==> images/clk_routes.png <==
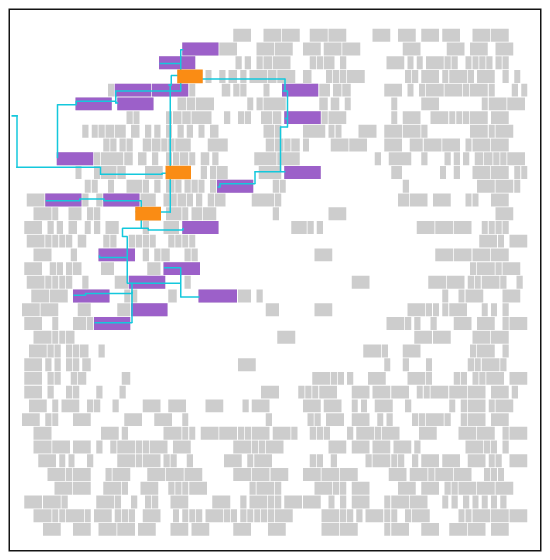
==> images/flops_by_reg.png <==
The bar under the picture is 20 um long. Other sequential cells in the stronger grey, the rest of the logic in the fainter grey.
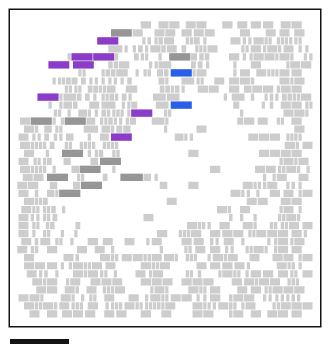
File: config.mk
export PLATFORM = sky130hd
export DESIGN_NAME = axi_wr_arbiter
export DESIGN_NICKNAME = d
export VERILOG_FILES = /design/src/rtl/axi_common_pkg.sv /design/src/rtl/axi_wr_arbiter.sv
export SDC_FILE = /design/constraint.sdc
export NUM_CORES = 1
export LEC_CHECK = 0
export ABC_AREA = 1
export CAP_MARGIN = 20
export CORE_AREA = 2 2 103 105
export DETAILED_ROUTE_END_ITERATION = 10
export DIE_AREA = 0 0 105 107
export PLACE_DENSITY = 0.71
export SYNTH_ARGS = -nofsm -noshare
export SYNTH_HDL_FRONTEND = slang
export SYNTH_SLANG_ARGS = --single-unit
File: constraint.sdc
create_clock -name clk -period 4 [get_ports clk]
set_input_delay 0.8 -clock clk [delete_from_list [all_inputs] [get_ports clk]]
set_output_delay 0.8 -clock clk [all_outputs]
set_load 0.03 [all_outputs]
File: src/rtl/axi_common_pkg.sv
// Shared definitions for the AXI write-path blocks.
// Write-arbiter FSM states and AXI response codes.
package axi_common;

    typedef enum logic [1:0] {
        IDLE = 2'd0,
        ADDR = 2'd1,
        DATA = 2'd2,
        RESP = 2'd3
    } state_e;

    localparam int NUM_M = 2;

    localparam logic [1:0] OKAY   = 2'b00;
    localparam logic [1:0] SLVERR = 2'b10;

endpackage

File: src/rtl/axi_wr_arbiter.sv
// Two-master to one-slave AXI write arbiter, one full
// transaction (AW, W burst, B) at a time, round-robin.
module axi_wr_arbiter
    import axi_common::*;
#(
    parameter int ADDR_W = 32,
    parameter int DATA_W = 32,
    parameter int ID_W   = 4
) (
    input  logic                  clk,
    input  logic                  rst,
    input  logic [1:0]            m_awvalid,
    output logic [1:0]            m_awready,
    input  logic [2*ADDR_W-1:0]   m_awaddr,
    input  logic [2*ID_W-1:0]     m_awid,
    input  logic [15:0]           m_awlen,
    input  logic [1:0]            m_wvalid,
    output logic [1:0]            m_wready,
    input  logic [2*DATA_W-1:0]   m_wdata,
    input  logic [1:0]            m_wlast,
    output logic [1:0]            m_bvalid,
    input  logic [1:0]            m_bready,
    output logic [1:0]            m_bresp,
    output logic [ID_W-1:0]       m_bid,
    output logic                  s_awvalid,
    input  logic                  s_awready,
    output logic [ADDR_W-1:0]     s_awaddr,
    output logic [ID_W:0]         s_awid,
    output logic [7:0]            s_awlen,
    output logic                  s_wvalid,
    input  logic                  s_wready,
    output logic [DATA_W-1:0]     s_wdata,
    output logic                  s_wlast,
    input  logic                  s_bvalid,
    output logic                  s_bready,
    input  logic [1:0]            s_bresp,
    input  logic [ID_W:0]         s_bid,
    output logic                  len_err,
    output logic                  grant
);

    state_e     state_q, state_d;
    logic       prio_q, prio_d;
    logic       grant_q, grant_d;
    logic       err_q, err_d;
    logic [7:0] beat_q, beat_d;
    logic [7:0] len_q, len_d;

    logic       g;
    logic [1:0] g_oh;
    logic       wvalid_g;
    logic       wlast_g;
    logic       bready_g;
    logic       w_hs;
    logic       b_hs;

    assign g        = grant_q;
    assign g_oh     = g ? 2'b10 : 2'b01;
    assign wvalid_g = g ? m_wvalid[1] : m_wvalid[0];
    assign wlast_g  = g ? m_wlast[1]  : m_wlast[0];
    assign bready_g = g ? m_bready[1] : m_bready[0];

    assign w_hs = (state_q == DATA) && wvalid_g && s_wready;
    assign b_hs = (state_q == RESP) && s_bvalid && bready_g;

    // Datapath forwarding from the granted master and handshake gating.
    assign s_awvalid = (state_q == ADDR);
    assign s_awaddr  = g ? m_awaddr[2*ADDR_W-1:ADDR_W] : m_awaddr[ADDR_W-1:0];
    assign s_awid    = {g, (g ? m_awid[2*ID_W-1:ID_W] : m_awid[ID_W-1:0])};
    assign s_awlen   = g ? m_awlen[15:8] : m_awlen[7:0];
    assign m_awready = (s_awvalid && s_awready) ? g_oh : 2'b00;

    assign s_wvalid  = (state_q == DATA) && wvalid_g;
    assign s_wdata   = g ? m_wdata[2*DATA_W-1:DATA_W] : m_wdata[DATA_W-1:0];
    assign s_wlast   = wlast_g;
    assign m_wready  = ((state_q == DATA) && s_wready) ? g_oh : 2'b00;

    assign m_bvalid  = ((state_q == RESP) && s_bvalid) ? g_oh : 2'b00;
    assign s_bready  = (state_q == RESP) && bready_g;
    assign m_bresp   = s_bresp;
    assign m_bid     = s_bid[ID_W-1:0];

    assign len_err   = err_q;
    assign grant     = grant_q;

    // Next-state logic for arbitration, beat counting and error capture.
    always_comb begin
        state_d = state_q;
        prio_d  = prio_q;
        grant_d = grant_q;
        err_d   = err_q;
        beat_d  = beat_q;
        len_d   = len_q;
        unique case (state_q)
            IDLE: begin
                if (|m_awvalid) begin
                    grant_d = m_awvalid[prio_q] ? prio_q : ~prio_q;
                    len_d   = grant_d ? m_awlen[15:8] : m_awlen[7:0];
                    state_d = ADDR;
                end
            end
            ADDR: begin
                if (s_awready) begin
                    beat_d  = 8'd0;
                    state_d = DATA;
                end
            end
            DATA: begin
                if (w_hs) begin
                    if (beat_q != 8'hFF) begin
                        beat_d = beat_q + 8'd1;
                    end
                    if (wlast_g) begin
                        if (beat_q != len_q) begin
                            err_d = 1'b1;
                        end
                        state_d = RESP;
                    end else if (beat_q == len_q) begin
                        err_d = 1'b1;
                    end
                end
            end
            RESP: begin
                if (b_hs) begin
                    prio_d  = ~grant_q;
                    state_d = IDLE;
                    if (s_bid[ID_W] != grant_q) begin
                        err_d = 1'b1;
                    end
                end
            end
            default: state_d = IDLE;
        endcase
    end

    // State registers; reset abandons any transaction in flight.
    always_ff @(posedge clk) begin
        if (rst) begin
            state_q <= IDLE;
            prio_q  <= 1'b0;
            grant_q <= 1'b0;
            err_q   <= 1'b0;
            beat_q  <= 8'd0;
            len_q   <= 8'd0;
        end else begin
            state_q <= state_d;
            prio_q  <= prio_d;
            grant_q <= grant_d;
            err_q   <= err_d;
            beat_q  <= beat_d;
            len_q   <= len_d;
        end
    end

endmodule

==> results.cfg <==
; flow metrics
[route]
detail_route.wirelength_um = 13300
wire_length_the_detailed_router_placed_on_met1_um = 5280
drtAntennaViolNets = 0
top_layer_used = met4
first_pass_detailed_route_iteration_total = 7
drcViolationCount = 0
detailedRoute.firstIterationViolations = 253

[place]
port_buffers = 254
dpl_cell_area_sq_mm = 0.00502
dp_hpwl_um = 10900
gpl.final_weighted_congestion = 0.850
dp_worst_setup_slack_ns = 0.930
placedCellCount = 847

[timing]
worst_slew_pin_slew_ns = 0.874
slew_headroom_pct = 41.8
final-setup-viol-count = 0
report.final.slew_viol_count = 0
max_freq_mhz = 313
setup-tns-final_ns = 0
report.final.hold_viol_count = 0
post-route-worst-setup-slack_ns = 0.803
timing.hold.ws_ns = 0.488

[clock_tree]
cts_num_sinks = 21
total_clock_buffers_created_by_cts = 3
post_cts.repair.setup_buffers = 0
root_buffer = sky130_fd_sc_hd__clkbuf_8
htree_levels = 1

[power]
total_power_w = 0.00263
power.static_leakage_nw = 2.36

[logic_synthesis]
count_of_flip_flops_with_a_built_in_enable_after_synthesis = 0
synth_warnings = 0
synth_cells = 481
synth.distinct_cells = 32
synth_chip_area_sq_mm = 0.00243
dominantRegCellSynth = sky130_fd_sc_hd__dfxtp_1
net_count_after_synthesis = 659
synthArstFlopShare_pct = 0
synth_largest_type_area_fraction_pct = 45.9
synth_area_sq_mm = 0.00243

[setup_path]
critPathSlowestCell = sky130_fd_sc_hd__clkdlybuf4s50_1
kind_of_critical_path = reg2out
critical_path_data_arrival_time_ns = 2.40
reg2regPathDepth = 9
timing.critical_path.from = grant
reg2reg_from = grant

[grt]
grt_first_pass_wirelength_um = 20300
global_route.overflow_total = 0
global_route.peak_usage_layer = met2
grt_use_met1_pct = 26.1
groute.layer.met3.usage_pct = 16.1
grtUsageTotal_pct = 23.1

[hold_path]
worst_hold_path_type = reg2reg

[floorplanning]
ios = 267
die_w_um = 105
placementRows = 37
core_area_sq_mm = 0.0101
dieArea_sq_mm = 0.0112

[finish]
design_area_sq_mm = 0.00507
layout-drive-gt1-share_pct = 3.36
postLayoutCoreUtil_pct = 50.2
layout.cells.most_common_list = sky130_fd_sc_hd__nand2_1 (297), sky130_fd_sc_hd__clkdlybuf4s50_1 (254), sky130_fd_sc_hd__inv_1 (31)
most_frequent_logic_cell_in_the_layout = sky130_fd_sc_hd__nand2_1

[flow_run]
drv.max_cap_violation_count = 0
log.warning_count = 30

[status]
outcome = finished clean
## Picture notes: clk_routes.png
legend:
  orange:
    item: clock drivers
    count: 3
  purple:
    item: flip-flops
    count: 21
  cyan:
    item: clock wires
    length: 300 um
routed clock nets: 4
clock skew: 0.000780 ns
Late-Pin Clk Latency: 0.26 ns
clock share of power: 5.4%
Clk power: 0.000142 W

## Picture notes: flops_by_reg.png
legend:
  purple:
    signal: `beat_q`
    sequential_cells: 8
    where: upper left
  blue:
    signal: `state_q`
    sequential_cells: 2
not coloured: 11

-- cell families (layout without fill, tap and decap cells) --
group | count (synthesis) | count (layout) | share of synthesized area [%]
and+or+nand+nor | 355 | 355 | 58.0
buffers and inverters | 63 | 297 | 11.6
AOI/OAI and AO/OA | 30 | 30 | 7.83
DFF | 21 | 21 | 17.3
adders and majority gates | 6 | 6 | 3.09
xor gates and xnor gates | 6 | 6 | 2.16
-- where the power goes --
group | switching, W | leakage, nW | internal [W]
clock network | 0.0000707 | 0.0228 | 0.0000711
registers | 0.0000523 | 0.173 | 0.000267
logic | 0.00133 | 2.16 | 0.000840
total | 0.00145 | 2.36 | 0.00118
-- registers in the layout, indices dropped and copies added, names as in the netlist --
| signal | flops |
|---|---|
| beat_q | 8 |
| grant | 1 |
| len_err | 1 |
| len_q | 8 |
| prio_q | 1 |
| state_q | 2 |
-- area by class of cell --
| cell class | instances | area (sq um) |
|---|---|---|
| fillers | 1040 | 5020 |
| well taps | 136 | 170 |
| multi-input cells | 397 | 1730 |
| flip-flops and latches | 21 | 422 |
| inverters | 35 | 134 |
| clock buffers | 4 | 45.0 |
| repair buffers | 258 | 2570 |
-- critical path: cells and delay by family, from the launching register on --
kind | cells | cell delay (ns)
flops | 1 | 0.33
buf+inv | 3 | 1.56
simple gates | 2 | 0.23
-- worst min-delay path by stage --
stage                    start    endpoint  slack [ns]
floorplan           state_q[1]  state_q[1]        0.47
global placement       len_err     len_err        0.46
detailed placement     len_err     len_err        0.49
CTS                    len_err     len_err        0.50
global route           len_err     len_err        0.54
finish                 len_err     len_err        0.49
Power and IR drop assume default switching activity.
